**The metal 1 layer**

Supply wires on this layer in grey.
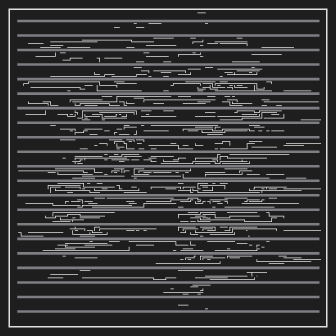
**Signal wires on met2**

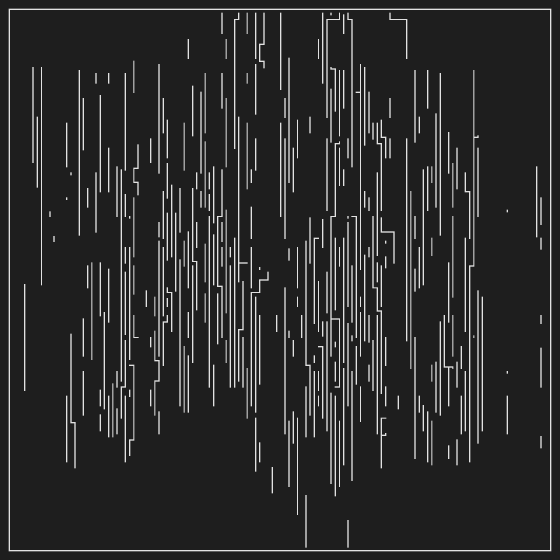
**Met3 routing**

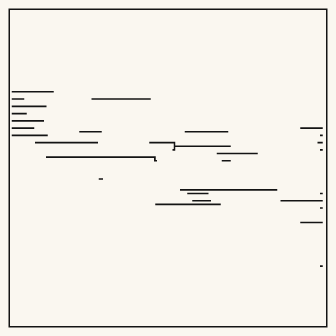
**Wiring heat map**

The bar under the picture is 20 um long. The die is cut into 12 by 12 equal tiles; dark purple is low, yellow is high, scaled to the fullest tile. Values are wire area over tile area, all layers added.
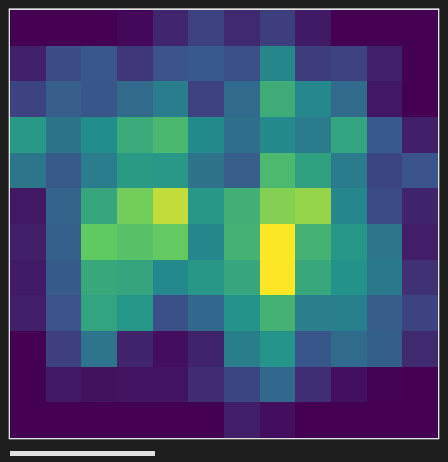
**Clock wiring as the flow saved it**

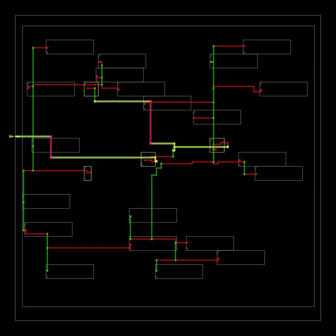
`config.mk`:
```
export PLATFORM = sky130hd
export DESIGN_NAME = tft_frame_sequencer
export DESIGN_NICKNAME = d
export VERILOG_FILES = /design/src/rtl/tft_frame_sequencer.sv
export SDC_FILE = /design/constraint.sdc
export NUM_CORES = 1
export LEC_CHECK = 0
export ABC_CLOCK_PERIOD_IN_PS = 5100
export CAP_MARGIN = 30
export CORE_UTILIZATION = 45
export CTS_CLUSTER_SIZE = 14
export DETAILED_ROUTE_END_ITERATION = 12
export GPL_TIMING_DRIVEN = 1
export PLACE_DENSITY = 0.8
export SYNTH_ARGS = -nofsm -noshare
export SYNTH_HDL_FRONTEND = slang
export SYNTH_SLANG_ARGS = --single-unit
```
`constraint.sdc`:
```
create_clock -name clk -period 5.1 [get_ports clk]
set_clock_uncertainty 0.05 [all_clocks]
set_input_delay 1.02 -clock clk [delete_from_list [all_inputs] [get_ports clk]]
set_output_delay 1.02 -clock clk [all_outputs]
set_load 0.01 [all_outputs]
```
`src/rtl/tft_frame_sequencer.sv`:
```
// Frame redraw sequencer: issues window/RAMWR commands, then hands the byte channel to the pixel source.
// Define TFT_FRAME_SEQ_WINDOW_EN to re-send CASET/PASET every frame (default: RAMWR only).
module tft_frame_sequencer #(
  parameter int SCREEN_W = 320,
  parameter int SCREEN_H = 480
) (
  input  logic       clk,
  input  logic       rst_n,
  input  logic       init_done,
  input  logic       frame_req,
  input  logic       tft_busy,
  input  logic [7:0] pix_data,
  input  logic       pix_transmit,
  input  logic       pix_busy,
  output logic       pix_start,
  output logic       pix_enable,
  output logic [7:0] tft_data,
  output logic       tft_transmit,
  output logic       tft_dc,
  output logic       frame_busy,
  output logic       frame_done
);

  typedef enum logic [2:0] {
    IDLE, CMD_SEND, CMD_WAIT, PIX_START, PIXELS, FINISH
  } state_e;

  localparam logic [15:0] W_END = 16'(SCREEN_W - 1);
  localparam logic [15:0] H_END = 16'(SCREEN_H - 1);

  // Window-off reuses the table tail so idx still counts from 0.
`ifdef TFT_FRAME_SEQ_WINDOW_EN
  localparam logic [3:0] ROM_BASE = 4'd0;
  localparam logic [3:0] LAST_IDX = 4'd10;
`else
  localparam logic [3:0] ROM_BASE = 4'd10;
  localparam logic [3:0] LAST_IDX = 4'd0;
`endif

  function automatic logic [8:0] rom_entry(input logic [3:0] i);
    case (i)
      4'd0:       rom_entry = {1'b0, 8'h2A};
      4'd1, 4'd2: rom_entry = {1'b1, 8'h00};
      4'd3:       rom_entry = {1'b1, W_END[15:8]};
      4'd4:       rom_entry = {1'b1, W_END[7:0]};
      4'd5:       rom_entry = {1'b0, 8'h2B};
      4'd6, 4'd7: rom_entry = {1'b1, 8'h00};
      4'd8:       rom_entry = {1'b1, H_END[15:8]};
      4'd9:       rom_entry = {1'b1, H_END[7:0]};
      default:    rom_entry = {1'b0, 8'h2C};
    endcase
  endfunction

  state_e     state_q;
  logic [3:0] idx_q;
  logic       pending_q;
  logic       pending_d;
  logic       first_q;
  logic [7:0] data_q;
  logic       tx_q;
  logic       dc_q;
  logic       start_q;
  logic       en_q;
  logic       done_q;

  logic       go;
  logic       abort;
  logic       last;
  logic       pix_exit;
  logic [8:0] nxt_entry;
  logic       in_pix;

  always_comb begin
    go        = (state_q == IDLE) && pending_q && init_done && !tft_busy;
    abort     = (state_q != IDLE) && !init_done;
    pending_d = frame_req | (pending_q & ~(go | abort));
    last      = (idx_q == LAST_IDX);
    nxt_entry = rom_entry(ROM_BASE + idx_q + 4'd1);
    pix_exit  = !first_q && !pix_busy && !pix_transmit && !tft_busy;
  end

  always_ff @(posedge clk or negedge rst_n) begin
    if (!rst_n) begin
      state_q   <= IDLE;
      idx_q     <= '0;
      pending_q <= 1'b0;
      first_q   <= 1'b0;
      data_q    <= '0;
      tx_q      <= 1'b0;
      dc_q      <= 1'b0;
      start_q   <= 1'b0;
      en_q      <= 1'b0;
      done_q    <= 1'b0;
    end else begin
      pending_q <= pending_d;
      if (abort) begin
        state_q <= IDLE;
        idx_q   <= '0;
        tx_q    <= 1'b0;
        start_q <= 1'b0;
        en_q    <= 1'b0;
        done_q  <= 1'b0;
      end else begin
        unique case (state_q)
          IDLE: begin
            if (go) begin
              state_q          <= CMD_SEND;
              idx_q            <= '0;
              tx_q             <= 1'b1;
              {dc_q, data_q}   <= rom_entry(ROM_BASE);
            end
          end
          CMD_SEND: begin
            tx_q    <= 1'b0;
            first_q <= 1'b1;
            state_q <= CMD_WAIT;
          end
          CMD_WAIT: begin
            // first cycle is a guard: tft_busy only rises now
            first_q <= 1'b0;
            if (!first_q && !tft_busy) begin
              if (last) begin
                start_q <= 1'b1;
                state_q <= PIX_START;
              end else begin
                idx_q          <= idx_q + 4'd1;
                tx_q           <= 1'b1;
                {dc_q, data_q} <= nxt_entry;
                state_q        <= CMD_SEND;
              end
            end
          end
          PIX_START: begin
            start_q <= 1'b0;
            en_q    <= 1'b1;
            dc_q    <= 1'b1;
            first_q <= 1'b1;
            state_q <= PIXELS;
          end
          PIXELS: begin
            first_q <= 1'b0;
            if (pix_exit) begin
              en_q    <= 1'b0;
              done_q  <= 1'b1;
              state_q <= FINISH;
            end
          end
          FINISH: begin
            done_q  <= 1'b0;
            idx_q   <= '0;
            state_q <= IDLE;
          end
          default: state_q <= IDLE;
        endcase
      end
    end
  end

  assign in_pix       = (state_q == PIXELS);
  assign tft_data     = in_pix ? pix_data : data_q;
  assign tft_transmit = in_pix ? pix_transmit : tx_q;
  assign tft_dc       = dc_q;
  assign pix_start    = start_q;
  assign pix_enable   = en_q;
  assign frame_busy   = (state_q != IDLE);
  assign frame_done   = done_q;

endmodule
```
==> impl_results.html <==
<h2>Implementation results</h2>
<table>
<tr><th>Metric</th><th>Value</th></tr>
<tr><th colspan="2">Routing</th></tr>
<tr><td>Wire length per cell after detailed routing</td><td>15.0 um</td></tr>
<tr><td>Detail-routed via count per cell</td><td>5.67</td></tr>
<tr><td>Detailed-route DRC error count</td><td>0</td></tr>
<tr><td>Number of routed nets with antenna violations</td><td>0</td></tr>
<tr><td>Violation count after the first detailed-routing iteration</td><td>40</td></tr>
<tr><td>Iteration tally of the first detailed-router pass</td><td>4</td></tr>
<tr><th colspan="2">Place</th></tr>
<tr><td>Half-perimeter wire length of the detailed placement result</td><td>2570 um</td></tr>
<tr><td>Routability-driven placement congestion ratio</td><td>0.889</td></tr>
<tr><td>Post-Place Worst Slack</td><td>1.84 ns</td></tr>
<tr><td>IO buf count</td><td>28</td></tr>
<tr><th colspan="2">Clock network</th></tr>
<tr><td>Number of clock buffers inserted by TritonCTS</td><td>3</td></tr>
<tr><td>Number of sinks handled by clock tree synthesis</td><td>21</td></tr>
<tr><td>CTS hold repair buffers</td><td>0</td></tr>
<tr><td>Clock root buffer</td><td>sky130_fd_sc_hd__clkbuf_4</td></tr>
<tr><td>H-tree level count</td><td>1</td></tr>
<tr><td>Number of gates given a new drive strength after cts</td><td>0</td></tr>
<tr><td>Maximum buffer depth of the clock tree</td><td>2</td></tr>
<tr><td>Post-CTS clock slew at the launch and capture registers of the worst setup and hold paths</td><td>0.13 ns</td></tr>
<tr><td>Clock tree from TritonCTS</td><td>built</td></tr>
<tr><td>Number of buffers added for setup after CTS</td><td>0</td></tr>
<tr><th colspan="2">Floorplan</th></tr>
<tr><td>Count of standard-cell rows</td><td>20</td></tr>
<tr><td>Number of top-level pins</td><td>29</td></tr>
<tr><td>Die footprint</td><td>3500 um^2</td></tr>
<tr><td>Fp_density</td><td>47.8%</td></tr>
<tr><td>Area of the core</td><td>3080 um^2</td></tr>
<tr><td>Floorplan die width</td><td>59.2 um</td></tr>
<tr><td>Die y size</td><td>59.2 um</td></tr>
<tr><th colspan="2">Critical path</th></tr>
<tr><td>Cell count of the worst reg-to-reg path</td><td>7</td></tr>
<tr><td>Start of the worst register-to-register path</td><td>idx_q[0]</td></tr>
<tr><td>Critical Path Source Type</td><td>flop</td></tr>
<tr><td>Reg-to-Reg End</td><td>data_q[2]</td></tr>
<tr><td>Critical Path AT</td><td>2.41 ns</td></tr>
<tr><td>First element of the critical path</td><td>state_q[0]</td></tr>
<tr><td>Max FO, Critical Path</td><td>13</td></tr>
<tr><td>Crit. End Element</td><td>primary output</td></tr>
<tr><td>Setup slack of the most critical reg-to-reg path</td><td>2.77 ns</td></tr>
<tr><td>End of the critical path</td><td>tft_data[5]</td></tr>
<tr><td>Chain of cells forming the critical path</td><td>nor2_2 &gt; nand2_1 &gt; mux2_1 &gt; clkdlybuf4s50_1</td></tr>
<tr><td>Longest individual stage delay on the worst path</td><td>0.57 ns</td></tr>
<tr><td>Critical setup path kind</td><td>flop to primary output</td></tr>
<tr><td>CP max-delay cell</td><td>sky130_fd_sc_hd__dfrtp_1</td></tr>
<tr><td>Worst EP required</td><td>4.03 ns</td></tr>
<tr><th colspan="2">GRT</th></tr>
<tr><td>Vias in the first global route</td><td>1316</td></tr>
<tr><td>Antenna violations before repair</td><td>0</td></tr>
<tr><td>Global-route wire length before repair</td><td>6040 um</td></tr>
<tr><td>Global route overflow</td><td>0</td></tr>
<tr><td>Pin count of the biggest net entering global routing</td><td>22</td></tr>
<tr><td>Global router's overall resource usage</td><td>22.5%</td></tr>
<tr><th colspan="2">Synth</th></tr>
<tr><td>Synth warnings</td><td>0</td></tr>
<tr><td>Post-synth net total</td><td>179</td></tr>
<tr><td>Proportion of synthesized chip area in sequential cells</td><td>35.7%</td></tr>
<tr><td>Cells in synth_stat.txt</td><td>159</td></tr>
<tr><td>Ys flop type</td><td>sky130_fd_sc_hd__dfrtp_1</td></tr>
<tr><td>Number of flops mapped to enable cells by yosys</td><td>0</td></tr>
<tr><td>Top cells by count, synth</td><td>21 x sky130_fd_sc_hd__dfrtp_1, 20 x sky130_fd_sc_hd__nand2_1, 13 x sky130_fd_sc_hd__nor2_1</td></tr>
<tr><td>Largest area contributor in the netlist</td><td>sky130_fd_sc_hd__dfrtp_1</td></tr>
<tr><td>Most area-consuming cells after synthesis</td><td>sky130_fd_sc_hd__dfrtp_1 36%, sky130_fd_sc_hd__nand2_1 5.1%, sky130_fd_sc_hd__mux2_1 4.6%</td></tr>
<tr><td>Synthesis area per yosys</td><td>1470 um^2</td></tr>
<tr><td>Number of unique standard cell types used by synthesis</td><td>52</td></tr>
<tr><td>Area of the mapped netlist</td><td>1470 um^2</td></tr>
<tr><td>Most common cell in the netlist</td><td>sky130_fd_sc_hd__dfrtp_1</td></tr>
<tr><td>Flops after synth</td><td>21</td></tr>
<tr><td>Cell count after synthesis</td><td>159</td></tr>
<tr><td>Fraction of post-synthesis cell area in the top cell type by area</td><td>35.7%</td></tr>
<tr><td>Ys async rst share</td><td>100%</td></tr>
<tr><td>Average footprint of a synthesized cell</td><td>9.25 um^2</td></tr>
<tr><th colspan="2">Hold path</th></tr>
<tr><td>Worst Hold Depth</td><td>2</td></tr>
<tr><td>Startpoint of the tightest hold check path</td><td>data_q[1]</td></tr>
<tr><td>Classification of the worst-slack hold path</td><td>flop to flop</td></tr>
<tr><td>Endpoint with the worst hold slack</td><td>data_q[1]</td></tr>
<tr><th colspan="2">Cells and area</th></tr>
<tr><td>Fin nets</td><td>207</td></tr>
<tr><td>Fraction of layout cells with a size suffix above 1</td><td>10.2%</td></tr>
<tr><td>Most instantiated logic cells after routing</td><td>28 x sky130_fd_sc_hd__clkdlybuf4s50_1, 21 x sky130_fd_sc_hd__dfrtp_1, 20 x sky130_fd_sc_hd__nand2_1, 13 x sky130_fd_sc_hd__nor2_1, 8 x sky130_fd_sc_hd__nand3_1</td></tr>
<tr><td>Area growth from synthesis to final layout</td><td>23.0%</td></tr>
<tr><td>Number of antenna repair diodes</td><td>0</td></tr>
<tr><td>Top cell excl fill/tap</td><td>sky130_fd_sc_hd__clkdlybuf4s50_1</td></tr>
<tr><th colspan="2">Timing</th></tr>
<tr><td>Final Setup Violations</td><td>0</td></tr>
<tr><td>Final critical delay including setup and external delays</td><td>3.48 ns</td></tr>
<tr><td>Fmax achieved</td><td>287 MHz</td></tr>
<tr><td>Period utilization</td><td>68.2%</td></tr>
<tr><td>Post-route setup slack</td><td>1.62 ns</td></tr>
<tr><td>Transition time at the pin with the least slew margin</td><td>0.545 ns</td></tr>
<tr><td>Final count of pins violating max slew</td><td>0</td></tr>
<tr><td>Final total negative setup slack</td><td>0 ns</td></tr>
<tr><td>Final tally of hold violations</td><td>0</td></tr>
<tr><td>Setup repair after global routing missed its margin</td><td>no</td></tr>
<tr><td>Worst slew slack as a fraction of its limit</td><td>63.4%</td></tr>
<tr><th colspan="2">Flow run</th></tr>
<tr><td>Number of maximum-capacitance violations</td><td>0</td></tr>
<tr><td>Number of warnings in the stage logs</td><td>30</td></tr>
<tr><th colspan="2">Run status</th></tr>
<tr><td>Result of the run</td><td>completed</td></tr>
<tr><th colspan="2">Power and ir drop</th></tr>
<tr><td>Static power due to leakage</td><td>0.710 nW</td></tr>
<tr><td>Power per Cell Area</td><td>387 nW/um^2</td></tr>
<tr><td>Max IR drop VDD</td><td>0.178 mV</td></tr>
<tr><td>Tot Pwr</td><td>0.700 mW</td></tr>
</table>
Notes on 'the metal 1 layer' above:
- wire length on this layer: 1510 um
- share of all routed wire: 44%
- main direction: horizontal
global routing met1 resource utilization: 29.5%
via count of the routed design: 1305
overall routed net length: 3440 um

Notes on 'signal wires on met2' above:
- main direction: vertical
- share of all routed wire: 51%
- nets with wire on the layer: 182
- wire length on this layer: 1740 um
- longest straight run: 23.8 um

Notes on 'met3 routing' above:
- longest straight run: 20.2 um
- nets with wire on the layer: 26
- share of all routed wire: 4.9%
- wire length on this layer: 169 um
- main direction: horizontal
met3 global-route usage: 4.80%

Notes on 'wiring heat map' above:
- fullest tile: 0.50
- mean over tiles: 0.15
- emptiest ninth of the die: lower left
- tiles over half the peak: 24%
- densest ninth of the die: centre
- nearly empty tiles: 15%

Notes on 'clock wiring as the flow saved it' above:
Flop Count: 21
power consumed by the clock network: 0.0878 mW
Clock Latency Late Sink: 0.32 ns

[per-layer routing]
metal  vias to the layer above  part of all wire, %  track usage (%)
met4                         0                 0.61             4.08
met3                         6                  4.9             4.80
met5                         -                    0                0
met2                        40                   51             38.4
met1                       627                   44             29.5
li1                        632                    -                -
[power by group]
group          total (mW)  switching, mW  internal (mW)
Sequential          0.253         0.0533          0.200
Clock              0.0878         0.0571         0.0307
Combinational       0.359          0.192          0.167
[per-stage QoR]
step / utilization, % / std cells / hold slack (ns) / area [um^2]
after global routing: 58.8 / 230 / 0.494 / 1810
after floorplan: - / 159 / 0.402 / 1470
after global placement: 57.4 / 225 / 0.424 / 1770
after detailed placement: 57.4 / 225 / 0.438 / 1770
final: 58.8 / 230 / 0.460 / 1810
after CTS: 58.3 / 229 / 0.468 / 1790
[final cells by class]
type	instances	area [um^2]
Fill cell	287	1270
Multi-Input combinational cell	125	881
Tap cell	44	55.1
Timing Repair Buffer	29	295
Inverter	7	26.3
Sequential cell	21	526
Clock buffer	4	26.3
[flip-flops by register name, summed over array words and instances (netlist names)]
signal / count
tx_q: 1
data_q: 7
idx_q: 4
frame_done: 1
state_q: 3
first_q: 1
pix_enable: 1
pending_q: 1
pix_start: 1
tft_dc: 1
[cell families after synthesis]
family / after synthesis / synth area share [%]
flops: 21 / 35.7
buf+inv: 13 / 4.42
xor+xnor: 6 / 4.85
fa+ha+maj: 5 / 4.25
mux: 8 / 6.04
compound gates: 45 / 22.8
simple gates: 61 / 21.9
[worst max-delay path, delay by kind of cell, from the launching register on]
kind,cells,cell delay (ns)
simple gates,2,0.61
mux,1,0.41
flops,1,0.57
buf+inv,1,0.49
Power is estimated from default activity; no workload was simulated.
